File: src/rtl/apb_pkg.sv
// Shared types and constants for the APB master: FSM state encoding,
// slave ID values and default widths.
package apb_pkg;

  typedef enum logic [1:0] {
    ST_IDLE   = 2'd0,
    ST_SETUP  = 2'd1,
    ST_ACCESS = 2'd2
  } apb_state_e;

  localparam logic [1:0] ID_NONE = 2'd0;
  localparam logic [1:0] ID_1    = 2'd1;
  localparam logic [1:0] ID_2    = 2'd2;
  localparam logic [1:0] ID_3    = 2'd3;

  localparam int ADDR_W_DEF  = 8;
  localparam int DATA_W_DEF  = 8;
  localparam int TIMEOUT_DEF = 255;

endpackage

File: src/rtl/apb_req_fifo.sv
// Two-entry request buffer. A push is refused while full, even in a pop cycle.
module apb_req_fifo #(
  parameter int WIDTH = 8
) (
  input  logic             clk,
  input  logic             reset,
  input  logic             push_i,
  input  logic [WIDTH-1:0] push_data_i,
  input  logic             pop_i,
  output logic [WIDTH-1:0] head_o,
  output logic             empty_o,
  output logic             full_next_o
);

  logic [WIDTH-1:0] mem_q [2];
  logic             wr_ptr_q, rd_ptr_q;
  logic [1:0]       cnt_q, cnt_d;
  logic             do_push, do_pop;

  assign do_push = push_i && (cnt_q != 2'd2);
  assign do_pop  = pop_i && (cnt_q != 2'd0);

  always_comb begin
    cnt_d = cnt_q;
    case ({do_push, do_pop})
      2'b10:   cnt_d = cnt_q + 2'd1;
      2'b01:   cnt_d = cnt_q - 2'd1;
      default: cnt_d = cnt_q;
    endcase
  end

  always_ff @(posedge clk) begin
    if (reset) begin
      cnt_q    <= 2'd0;
      wr_ptr_q <= 1'b0;
      rd_ptr_q <= 1'b0;
    end else begin
      cnt_q <= cnt_d;
      if (do_push) wr_ptr_q <= ~wr_ptr_q;
      if (do_pop)  rd_ptr_q <= ~rd_ptr_q;
    end
  end

  always_ff @(posedge clk) begin
    if (do_push) mem_q[wr_ptr_q] <= push_data_i;
  end

  assign head_o      = mem_q[rd_ptr_q];
  assign empty_o     = (cnt_q == 2'd0);
  assign full_next_o = (cnt_d == 2'd2);

endmodule

File: src/rtl/apb_master.sv
// APB master: buffered requests driven through IDLE/SETUP/ACCESS, all outputs registered.
// Optional ACCESS timeout enabled by defining APB_MASTER_TIMEOUT_EN.
module apb_master import apb_pkg::*; #(
  parameter int ADDR_W         = ADDR_W_DEF,
  parameter int DATA_W         = DATA_W_DEF,
  parameter int TIMEOUT_CYCLES = TIMEOUT_DEF
) (
  input  logic              clk,
  input  logic              reset,
  input  logic              req_valid,
  output logic              req_ready,
  input  logic              req_write,
  input  logic [1:0]        req_id,
  input  logic [ADDR_W-1:0] req_addr,
  input  logic [DATA_W-1:0] req_wdata,
  output logic              rsp_valid,
  output logic [DATA_W-1:0] rsp_rdata,
  output logic              rsp_err,
  output logic [1:0]        apb_sel,
  output logic              apb_enable,
  output logic              apb_write,
  output logic [ADDR_W-1:0] apb_addr,
  output logic [DATA_W-1:0] apb_wdata,
  input  logic [DATA_W-1:0] apb_rdata,
  input  logic              apb_ready
);

  localparam int REQ_W = 1 + 2 + ADDR_W + DATA_W;

  if (TIMEOUT_CYCLES < 1 || TIMEOUT_CYCLES > 255) begin : g_tmo_range
    $error("apb_master: TIMEOUT_CYCLES must be within 1..255");
  end

  logic [REQ_W-1:0]  fifo_head;
  logic              fifo_empty, fifo_full_next, fifo_push, fifo_pop;
  logic              head_write;
  logic [1:0]        head_id;
  logic [ADDR_W-1:0] head_addr;
  logic [DATA_W-1:0] head_wdata;

  apb_state_e        state_q, state_d;
  logic              req_ready_q;
  logic              rsp_valid_q, rsp_valid_d, rsp_err_q, rsp_err_d;
  logic [DATA_W-1:0] rsp_rdata_q, rsp_rdata_d;
  logic [1:0]        sel_q, sel_d;
  logic              enable_q, enable_d, write_q, write_d;
  logic [ADDR_W-1:0] addr_q, addr_d;
  logic [DATA_W-1:0] wdata_q, wdata_d;
  logic              load_head;
`ifdef APB_MASTER_TIMEOUT_EN
  localparam logic [7:0] TMO_LOAD = 8'(TIMEOUT_CYCLES);
  logic [7:0]        tmo_q, tmo_d;
`endif

  assign fifo_push = req_valid && req_ready_q;
  assign {head_write, head_id, head_addr, head_wdata} = fifo_head;

  apb_req_fifo #(.WIDTH(REQ_W)) u_fifo (
    .clk         (clk),
    .reset       (reset),
    .push_i      (fifo_push),
    .push_data_i ({req_write, req_id, req_addr, req_wdata}),
    .pop_i       (fifo_pop),
    .head_o      (fifo_head),
    .empty_o     (fifo_empty),
    .full_next_o (fifo_full_next)
  );

  always_comb begin
    state_d     = state_q;
    sel_d       = sel_q;
    enable_d    = enable_q;
    write_d     = write_q;
    addr_d      = addr_q;
    wdata_d     = wdata_q;
    rsp_valid_d = 1'b0;
    rsp_err_d   = 1'b0;
    rsp_rdata_d = '0;
    fifo_pop    = 1'b0;
    load_head   = 1'b0;
`ifdef APB_MASTER_TIMEOUT_EN
    tmo_d       = tmo_q;
`endif
    case (state_q)
      ST_IDLE: begin
        sel_d    = ID_NONE;
        enable_d = 1'b0;
        if (!fifo_empty) begin
          fifo_pop = 1'b1;
          // Requests to the reserved ID complete with an error and never reach the bus.
          if (head_id == ID_NONE) begin
            rsp_valid_d = 1'b1;
            rsp_err_d   = 1'b1;
          end else begin
            load_head = 1'b1;
          end
        end
      end
      ST_SETUP: begin
        state_d  = ST_ACCESS;
        enable_d = 1'b1;
`ifdef APB_MASTER_TIMEOUT_EN
        tmo_d    = TMO_LOAD;
`endif
      end
      ST_ACCESS: begin
        if (apb_ready) begin
          rsp_valid_d = 1'b1;
          rsp_rdata_d = write_q ? '0 : apb_rdata;
          // An ID-0 head is left for IDLE so its error pulse cannot collide with this one.
          if (!fifo_empty && head_id != ID_NONE) begin
            fifo_pop  = 1'b1;
            load_head = 1'b1;
          end else begin
            state_d  = ST_IDLE;
            sel_d    = ID_NONE;
            enable_d = 1'b0;
          end
        end
`ifdef APB_MASTER_TIMEOUT_EN
        else if (tmo_q <= 8'd1) begin
          rsp_valid_d = 1'b1;
          rsp_err_d   = 1'b1;
          state_d     = ST_IDLE;
          sel_d       = ID_NONE;
          enable_d    = 1'b0;
        end else begin
          tmo_d = tmo_q - 8'd1;
        end
`endif
      end
      default: state_d = ST_IDLE;
    endcase
    if (load_head) begin
      state_d  = ST_SETUP;
      sel_d    = head_id;
      enable_d = 1'b0;
      write_d  = head_write;
      addr_d   = head_addr;
      wdata_d  = head_wdata;
    end
  end

  always_ff @(posedge clk) begin
    if (reset) begin
      state_q     <= ST_IDLE;
      req_ready_q <= 1'b0;
      rsp_valid_q <= 1'b0;
      rsp_err_q   <= 1'b0;
      rsp_rdata_q <= '0;
      sel_q       <= ID_NONE;
      enable_q    <= 1'b0;
      write_q     <= 1'b0;
      addr_q      <= '0;
      wdata_q     <= '0;
    end else begin
      state_q     <= state_d;
      req_ready_q <= !fifo_full_next;
      rsp_valid_q <= rsp_valid_d;
      rsp_err_q   <= rsp_err_d;
      rsp_rdata_q <= rsp_rdata_d;
      sel_q       <= sel_d;
      enable_q    <= enable_d;
      write_q     <= write_d;
      addr_q      <= addr_d;
      wdata_q     <= wdata_d;
    end
  end

`ifdef APB_MASTER_TIMEOUT_EN
  always_ff @(posedge clk) begin
    if (reset) tmo_q <= 8'd0;
    else       tmo_q <= tmo_d;
  end
`endif

  assign req_ready  = req_ready_q;
  assign rsp_valid  = rsp_valid_q;
  assign rsp_err    = rsp_err_q;
  assign rsp_rdata  = rsp_rdata_q;
  assign apb_sel    = sel_q;
  assign apb_enable = enable_q;
  assign apb_write  = write_q;
  assign apb_addr   = addr_q;
  assign apb_wdata  = wdata_q;

endmodule

File: config.mk
export PLATFORM = sky130hd
export DESIGN_NAME = apb_master
export DESIGN_NICKNAME = d
export VERILOG_FILES = /design/src/rtl/apb_pkg.sv /design/src/rtl/apb_req_fifo.sv /design/src/rtl/apb_master.sv
export SDC_FILE = /design/constraint.sdc
export NUM_CORES = 1
export LEC_CHECK = 0
export ABC_AREA = 1
export CAP_MARGIN = 20
export CELL_PAD_IN_SITES_DETAIL_PLACEMENT = 0
export CELL_PAD_IN_SITES_GLOBAL_PLACEMENT = 1
export CORE_MARGIN = 2
export CORE_UTILIZATION = 41
export CTS_BUF_LIST = sky130_fd_sc_hd__clkbuf_2
export DETAILED_ROUTE_END_ITERATION = 12
export GPL_TIMING_DRIVEN = 1
export PLACE_DENSITY_LB_ADDON = 0.1
export SLEW_MARGIN = 25
export SYNTH_ARGS = -nofsm -noshare
export SYNTH_HDL_FRONTEND = slang
export SYNTH_SLANG_ARGS = --single-unit
File: constraint.sdc
create_clock -name clk -period 2.34 [get_ports clk]
set_input_delay 0.702 -clock clk [delete_from_list [all_inputs] [get_ports clk]]
set_output_delay 0.702 -clock clk [all_outputs]
set_load 0.01 [all_outputs]
==> results.py, run 1 <==
# Generated from Yosys and OpenROAD reports
metrics = {
    "power_and_ir_drop": {
        "p_leak_nw": 1.405,
    },
    "global_routing": {
        "antenna_found_initial": 0,
        "grt_max_degree": 21,
    },
    "synth": {
        "ys_sh_aoi": 0.05459,
        "synthCells": 225,
        "yosys.area.top_type": "edfxtp_1",
        "yosys.area_share.simple": 0.1365,
        "top_area_frac": 0.4081,
        "topCellsByArea": "edfxtp_1 41%, dfxtp_1 27%, mux2i_1 6.1%, nand3_1 3.9%, inv_1 3.5%",
        "ys_sh_adder": 0.004474,
    },
    "placed_design": {
        "port_buffers": 61,
    },
    "clocking": {
        "path_clk_slew_ps": 200,
        "clock_sinks": 76,
        "clock_path_buffers": 2,
        "cts_inserted_buffers": 9,
        "post-cts-setup-buffers": 0,
        "cts_hold_buf": 0,
    },
    "layout": {
        "final-seq-area_mm2": 0.001902,
        "n_antenna_cell": 0,
    },
    "run": {
        "cap_violations": 0,
    },
    "setup_path": {
        "worstSetupPathType": "reg2out",
        "crit_buf_inv": 1,
        "worstSetupStartpoint": "apb_write",
        "cpMaxStageDelayCell": "clkdlybuf4s50_1",
        "worst_setup_path_start_kind": "flip-flop",
        "arrival_ps": 1430,
        "crit_path_cell_trace": "clkdlybuf4s50_1",
    },
    "routing": {
        "totalWireLength_um": 4729,
        "drt_iter0_markers": 47,
        "drt-vias-per-instance": 4.543,
        "final_antenna_net_count": 0,
        "drc": 0,
    },
    "sta": {
        "hold_viol_final": 0,
        "setup_tns_ps": 0,
        "setup_violations": 0,
        "fin_skew_ps": 16.21,
    },
    "min_path": {
        "min_path_type": "reg2reg",
        "min_from": "apb_sel[1]",
    },
    "die": {
        "ios": 62,
        "die_w_um": 86.59,
        "fp_util": 0.4185,
    },
    "run_status": {
        "status": "finished, final reports clean",
    },
}
run 1: cell families after synthesis:
logic type,count (synthesis)
AND-OR/OR-AND,27
XOR/XNOR,2
adder cells (fa/ha/maj),1
buffers and inverters,33
flip-flops,76
multiplexers,17
AND/OR/NAND/NOR,69
run 1: state kept, by name, indices dropped and copies added, names as in the netlist, named ones only:
name	cells
u_fifo.mem_q	38
apb_addr	8
apb_wdata	8
rsp_rdata	8
apb_sel	2
state_q	2
u_fifo.cnt_q	2
apb_enable	1
apb_write	1
req_ready	1
rsp_err	1
rsp_valid	1
u_fifo.rd_ptr_q	1
u_fifo.wr_ptr_q	1
run 1: where the power goes:
| part | internal [W] | total [W] | switching [W] |
|---|---|---|---|
| registers | 0.00166 | 0.00178 | 0.000126 |
| logic | 0.000578 | 0.00120 | 0.000618 |
| clock network | 0.000467 | 0.000912 | 0.000445 |
run 1: worst paths after layout:
path | endpoint | slack (ps) | cells past startpoint
max | apb_write | 210 | 1
min | apb_sel[1] | 470 | 2
max reg2reg | req_ready | 450 | 10
min reg2reg | apb_sel[1] | 470 | 2
run 1: through the flow:
stage / area (um^2) / util / power (W) / hold WS, ps
4_1_cts: 3726 / 0.5577 / 0.003957 / 476.2
3_3_place_gp: 3565 / 0.5335 / 0.003022 / 450.1
2_1_floorplan: 2796 / - / 0.002536 / 482.1
6_report: 3726 / 0.5577 / 0.003890 / 472.2
3_5_place_dp: 3565 / 0.5335 / 0.003032 / 451.7
5_1_grt: 3726 / 0.5577 / 0.004165 / 490.5
run 1: worst min-delay path, stage by stage (launching register included):
cell     delay [ps]
dfxtp_1         350
nand2_1          60
a21oi_1          50
run 1: routing by layer:
metal | part of all wire | GRT usage | routed length [um] | up-vias
met3 | 0.051 | 0.05524 | 240 | 4
met2 | 0.49 | 0.2378 | 2337 | 46
met4 | 0.0091 | 0.05114 | 43 | 0
li1 | - | - | - | 921
met5 | 0 | 0 | 0 | -
met1 | 0.45 | 0.1635 | 2107 | 787
run 1: area by class of cell:
| class | instances | share of cell area |
|---|---|---|
| repair buffers | 73 | 0.1948 |
| clock inverters | 6 | 0.02989 |
| clock buffers | 10 | 0.01343 |
| inverters | 26 | 0.02619 |
| multi-input cells | 116 | 0.1985 |
| well taps | 80 | 0.02686 |
| flip-flops and latches | 76 | 0.5104 |
Figure 1. Routed metal, one color a layer (run 1).
Only two layers are drawn.
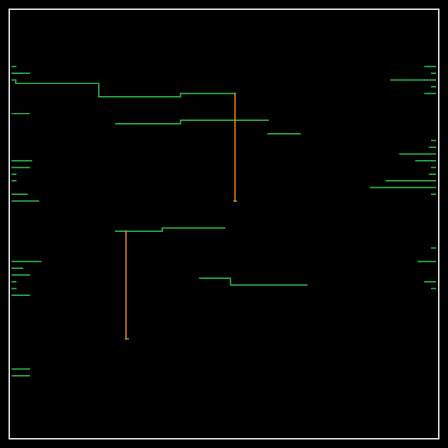
color	layer	wire length
green	met3	241 um
orange	met4	43.5 um
total number of vias: 1758
Avg WL per Cell: 12.22 um

Figure 2. Cell sizes after repair (run 1).
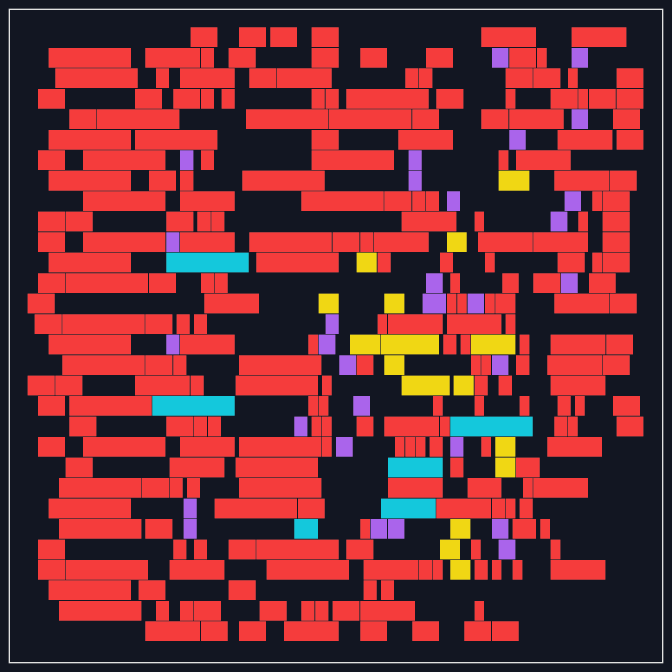
color	size	cells	share
yellow	drive 3 to 4	16	5.2%
cyan	drive 6 and up	6	2.0%
red	drive 1 or less	255	83%
purple	drive 2	30	9.8%
final worst slack: 208.7 ps
Final Cell Area: 0.003726 mm^2
Layout area overhead: 33.24%
Non-clk bufs: 73

Figure 3. Gate-type map (run 1).
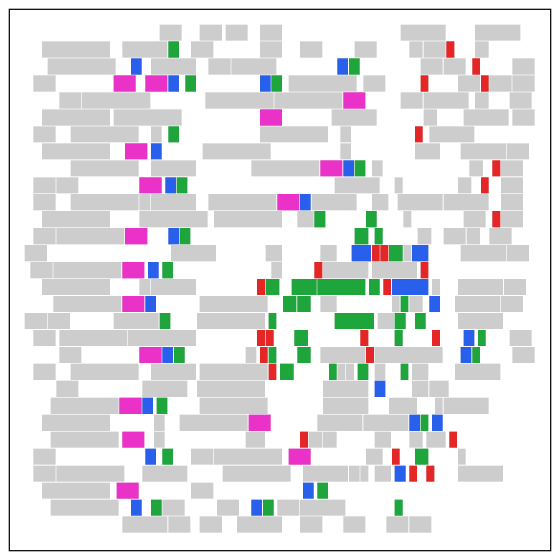
color	family	cells
blue	inverting AOI/OAI gates	27
magenta	multiplexers	17
red	inverters	26
green	NAND gates	45
Comb area share: 0.1985
Finished Layout Cells: 387
most numerous logic cell after layout: clkdlybuf4s50_1

## Run 2: what changed since run 1
- SLEW_MARGIN: 25 -> unset
Figure 4. Cell sizes after repair (run 2).
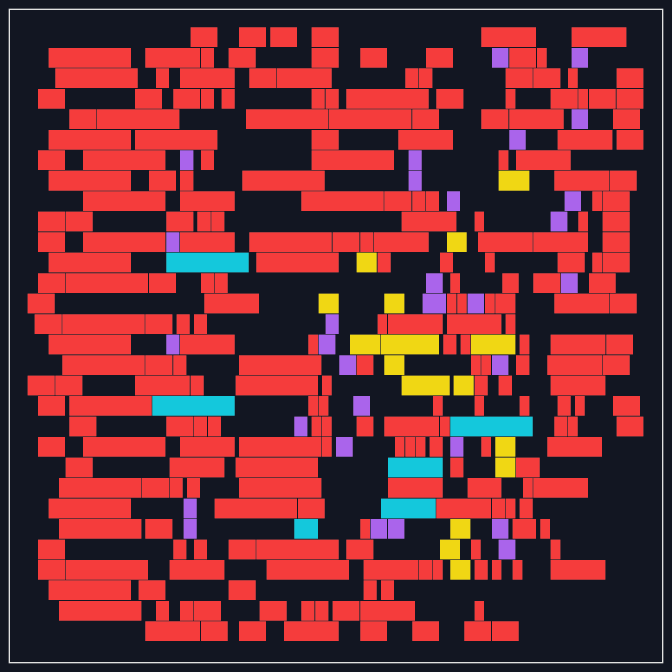

Figure 5. Where the registers sit (run 2).
The bar under the picture is 20 um long.
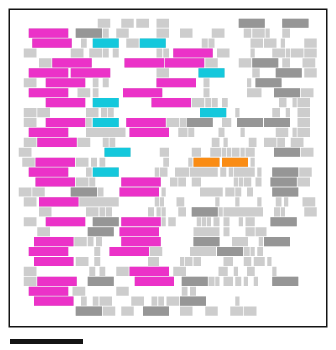
color	signal	placed flops
cyan	apb_addr	8
magenta	u_fifo.mem_q	38
orange	state_q	2
Seq area share: 0.5104
Seq power: 0.00178 W
post-layout util: 0.5577
register area: 0.001902 mm^2

==> run 2 against run 1 <==
  * Via count unchanged
  * Clock skew unchanged
  * Clock-buffer cell count unchanged
  * Combinational power about the same
  * Sequential cell count unchanged
  * Cell area unchanged
  * Clock power about the same
  * Sequential power about the same
  * Synthesized cell count unchanged
  * First-iteration DRC count unchanged
  * Final cell count unchanged
==> results.py, run 2 <==
# Generated from Yosys and OpenROAD reports
metrics = {
    "clocking": {
        "cts_hold_buf": 0,
        "cts_inserted_buffers": 9,
        "post-cts-setup-buffers": 0,
        "clock_sinks": 76,
        "clock_path_buffers": 2,
    },
    "routing": {
        "totalWireLength_um": 4729,
        "drc": 0,
        "drt_iter0_markers": 47,
        "drt-vias-per-instance": 4.543,
        "final_antenna_net_count": 0,
        "num_vias": 1758,
    },
    "die": {
        "ios": 62,
        "die_w_um": 86.59,
        "fp_util": 0.4185,
        "rows": 30,
    },
    "layout": {
        "final.fill_count": 581,
        "largest_register": "u_fifo.mem_q",
        "n_antenna_cell": 0,
        "fin_cells": 387,
        "syn2layout_area_growth_pct": 33.24,
        "layout_top_cell": "clkdlybuf4s50_1",
    },
    "sta": {
        "fin_ws_ps": 208.7,
        "setup_violations": 0,
        "setup_tns_ps": 0,
        "hold_viol_final": 0,
        "fin_skew_ps": 16.21,
    },
    "power_and_ir_drop": {
        "power_density_mw_per_mm2": 1044,
    },
    "synth": {
        "top_area_frac": 0.4081,
        "yosys.area.top_type": "edfxtp_1",
        "topCellsByArea": "edfxtp_1 41%, dfxtp_1 27%, mux2i_1 6.1%, nand3_1 3.9%, inv_1 3.5%",
    },
    "run": {
        "cap_violations": 0,
    },
    "setup_path": {
        "arrival_ps": 1430,
        "worstSetupPathType": "reg2out",
        "crit_path_cell_trace": "clkdlybuf4s50_1",
        "worst_setup_path_start_kind": "flip-flop",
        "crit_fanout": 3,
        "crit_buf_inv": 1,
        "r2r_slack_ps": 450,
    },
    "min_path": {
        "min_path_type": "reg2reg",
    },
    "run_status": {
        "status": "finished, final reports clean",
    },
    "placed_design": {
        "port_buffers": 61,
    },
    "global_routing": {
        "grt_max_degree": 21,
        "antenna_found_initial": 0,
        "grt_pass1_wl_um": 7817,
    },
}
Figure 6. Congestion heat map (run 2).
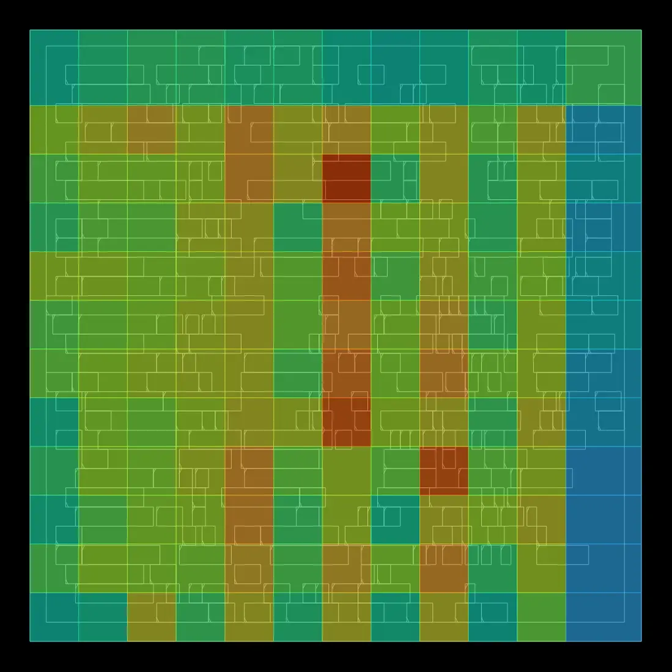
met3 Use GR: 0.05524
GRT Util Overall: 0.1412
grt met1 use: 0.1635
gr busiest metal: met2
routing usage on met2: 0.2378

## run 2: final cells by class
class	count	area (um^2)	share of cell area
sequential	76	1902	0.5104
multi-input combinational	116	739.5	0.1985
timing repair buffer	73	725.7	0.1948
clock inverter	6	111.4	0.02989
tap	80	100.1	0.02686
inverter	26	97.59	0.02619
clock buffer	10	50.05	0.01343
## run 2: through the flow
step,area [um^2],power (W),hold WS (ps)
after floorplan,2796,0.002536,482.1
after global placement,3565,0.003022,450.1
after detailed placement,3565,0.003032,451.7
after CTS,3726,0.003957,476.2
after global routing,3726,0.004165,490.5
final,3726,0.003890,472.2
## run 2: worst paths after layout
kind | startpoint | end | cells past startpoint
worst min register to register | apb_sel[1] | apb_sel[1] | 2
worst min-delay path | apb_sel[1] | apb_sel[1] | 2
worst max register to register | flip-flop | req_ready | 10
worst max-delay path | apb_write | apb_write | 1
## run 2: layer usage
layer,vias up,share of wire
li1,921,-
met1,787,0.45
met2,46,0.49
met3,4,0.051
met4,0,0.0091
met5,-,0
## run 2: cell families (layout without fill, tap and decap cells)
group / Yosys count / in the layout / synth area share
mux: 17 / 17 / 0.06085
xor+xnor: 2 / 2 / 0.006265
buf+inv: 33 / 115 / 0.05727
simple gates: 69 / 69 / 0.1365
fa+ha+maj: 1 / 1 / 0.004474
compound gates: 27 / 27 / 0.05459
flops: 76 / 76 / 0.6801
## run 2: where the power goes
| group | switching (W) | internal, W |
|---|---|---|
| registers | 0.000126 | 0.00166 |
| logic | 0.000618 | 0.000578 |
| clock network | 0.000445 | 0.000467 |
| total | 0.00119 | 0.00270 |
## Run 3: what changed since run 2
- CORE_UTILIZATION: 41 -> 38
- CTS_CLUSTER_SIZE: unset -> 40
==> run 3 against run 2 <==
  * Hold slack better by 5.7 ps
  * Routed wire length grew 7.3%
  * Worst setup slack worse by 14 ps
  * Fmax decreased by 0.66%
  * Register-to-register slack better by 40 ps
  * Cell area is 0.27% higher
  * Sequential share of layout area shrank 0.14 points
  * Critical endpoint is now apb_addr[0]
  * Largest power group unchanged
==> results.py, run 3 <==
# Generated from Yosys and OpenROAD reports
metrics = {
    "synth": {
        "top_area_frac": 0.4081,
        "topCellsByArea": "edfxtp_1 41%, dfxtp_1 27%, mux2i_1 6.1%, nand3_1 3.9%, inv_1 3.5%",
    },
    "run_status": {
        "status": "finished, final reports clean",
    },
    "layout": {
        "layout_top_cell": "clkdlybuf4s50_1",
        "largest_register": "u_fifo.mem_q",
        "n_antenna_cell": 0,
        "largest_reg_flops": 38,
        "syn2layout_area_growth_pct": 33.60,
    },
    "global_routing": {
        "grt_pass1_wl_um": 8362,
        "grt_use_total": 0.1341,
        "antenna_found_initial": 0,
    },
    "setup_path": {
        "crit_path_cell_trace": "clkdlybuf4s50_1",
        "r2r_slack_ps": 490,
        "crit_end": "apb_addr[0]",
        "r2r_cells": 11,
        "arrival_ps": 1440,
        "worstSetupPathType": "reg2out",
        "reg2reg_to": "req_ready",
        "worst_setup_path_start_kind": "flip-flop",
        "crit_buf_inv": 1,
        "crit_fanout": 2,
    },
    "routing": {
        "totalWireLength_um": 5074,
        "num_vias": 1817,
        "drt_iter0_markers": 90,
        "drc": 0,
        "drt-vias-per-instance": 4.432,
        "final_antenna_net_count": 0,
    },
    "sta": {
        "setup_violations": 0,
        "setup_tns_ps": 0,
        "fin_skew_ps": 15.58,
        "hold_viol_final": 0,
    },
    "die": {
        "core-area_mm2": 0.007176,
        "fp_util": 0.3897,
        "ios": 62,
        "rows": 31,
        "die_w_um": 89.79,
    },
    "power_and_ir_drop": {
        "internal_power_w": 0.002593,
        "power_density_mw_per_mm2": 1025,
        "switching_share": 0.3229,
        "combPwrFrac": 0.317,
        "power_w": 0.003829,
        "switchingPower_w": 0.001236,
    },
    "placed_design": {
        "port_buffers": 61,
        "place_area_mm2": 0.003593,
    },
    "clocking": {
        "clock_sinks": 76,
        "post-cts-setup-buffers": 0,
        "cts_inserted_buffers": 9,
        "cts_hold_buf": 0,
        "clock_path_buffers": 2,
        "clock_latency_ps": 500,
    },
    "min_path": {
        "min_from": "apb_sel[1]",
        "min_path_type": "reg2reg",
    },
    "run": {
        "cap_violations": 0,
    },
}
run 3: kinds of logic after synthesis:
logic type,count (synthesis),synth area share
adder cells (fa/ha/maj),1,0.004474
XOR/XNOR,2,0.006265
AND-OR/OR-AND,27,0.05459
flip-flops,76,0.6801
AND/OR/NAND/NOR,69,0.1365
buffers and inverters,33,0.05727
multiplexers,17,0.06085
run 3: cell type report:
| class | count | area (um^2) |
|---|---|---|
| fill | 643 | 3440 |
| multi-input combinational | 116 | 739.5 |
| clock inverter | 7 | 97.59 |
| sequential | 76 | 1902 |
| tap | 99 | 123.9 |
| inverter | 26 | 97.59 |
| clock buffer | 9 | 45.04 |
| timing repair buffer | 77 | 730.7 |
run 3: worst min path at each step:
stage                 endpoint  slack (ps)  cells past startpoint
global route        apb_sel[1]         510                      2
CTS                 apb_sel[1]         480                      2
detailed placement  apb_sel[1]         450                      2
floorplan           apb_sel[0]         480                      2
global placement    apb_sel[0]         450                      2
finish              apb_sel[1]         480                      2
run 3: stage by stage:
| step | instances | setup WS [ps] |
|---|---|---|
| 2_1_floorplan | 225 | 120.6 |
| 3_3_place_gp | 394 | -22.26 |
| 3_5_place_dp | 394 | -100.1 |
| 4_1_cts | 410 | 120.6 |
| 5_1_grt | 410 | 70.25 |
| 6_report | 410 | 194.5 |
run 3: power groups by stage:
stage	clock network, W	registers [W]	logic, W
4_1_cts	0.000868	0.00178	0.00124
6_report	0.000838	0.00178	0.00121
3_5_place_dp	0	0.00181	0.00123
5_1_grt	0.000928	0.00181	0.00133
2_1_floorplan	0	0.00184	0.000694
3_3_place_gp	0	0.00181	0.00122
run 3: routing by layer:
metal | part of all wire | wire length (um) | track usage | vias to the layer above
li1 | - | - | - | 930
met2 | 0.46 | 2350 | 0.2096 | 54
met1 | 0.46 | 2353 | 0.1652 | 825
met5 | 0 | 0 | 0 | -
met4 | 0.019 | 96 | 0.07692 | 0
met3 | 0.054 | 273 | 0.04107 | 8
Figure 7. Gate-type map (run 3).
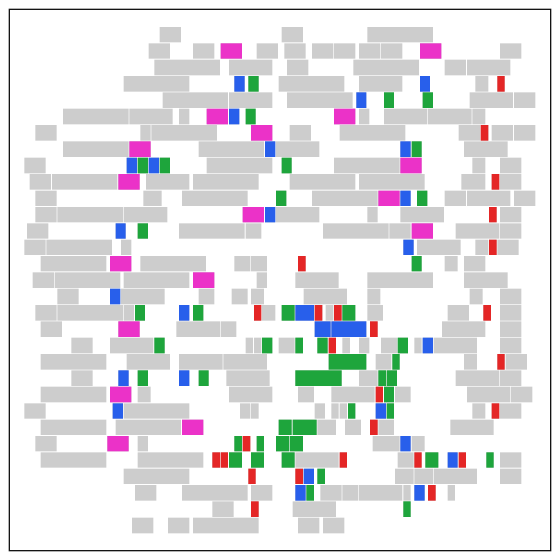
color	family	cells
green	NAND gates	45
magenta	multiplexers	17
red	inverters	26
blue	inverting AOI/OAI gates	27
Comb area share: 0.1979
Finished Layout Cells: 410

Figure 8. Cell sizes after repair (run 3).
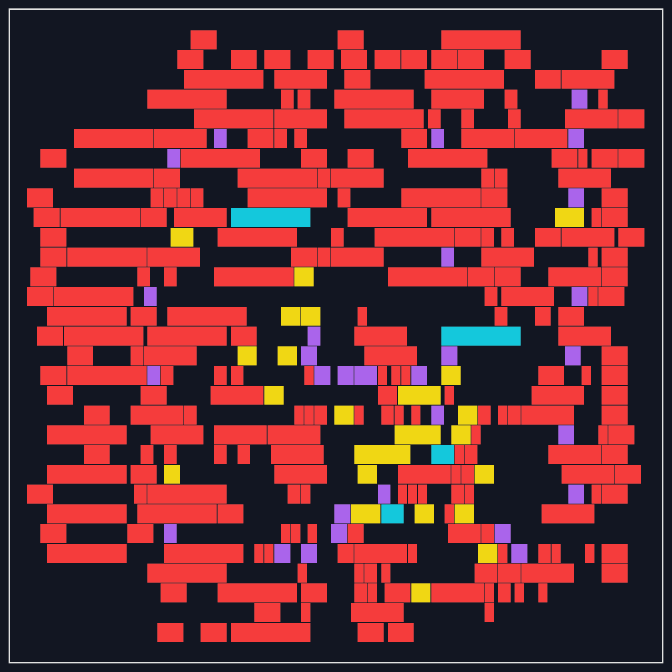
Final Cell Area: 0.003736 mm^2
Non-clk bufs: 77

Figure 9. Where the registers sit (run 3).
The bar under the picture is 20 um long.
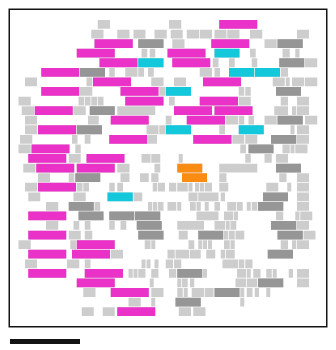
color	signal	placed flops
magenta	u_fifo.mem_q	38
cyan	apb_addr	8
orange	state_q	2
post-layout util: 0.5207
Seq area share: 0.5090

No activity file was given, so power comes from the tool's default toggle rates.
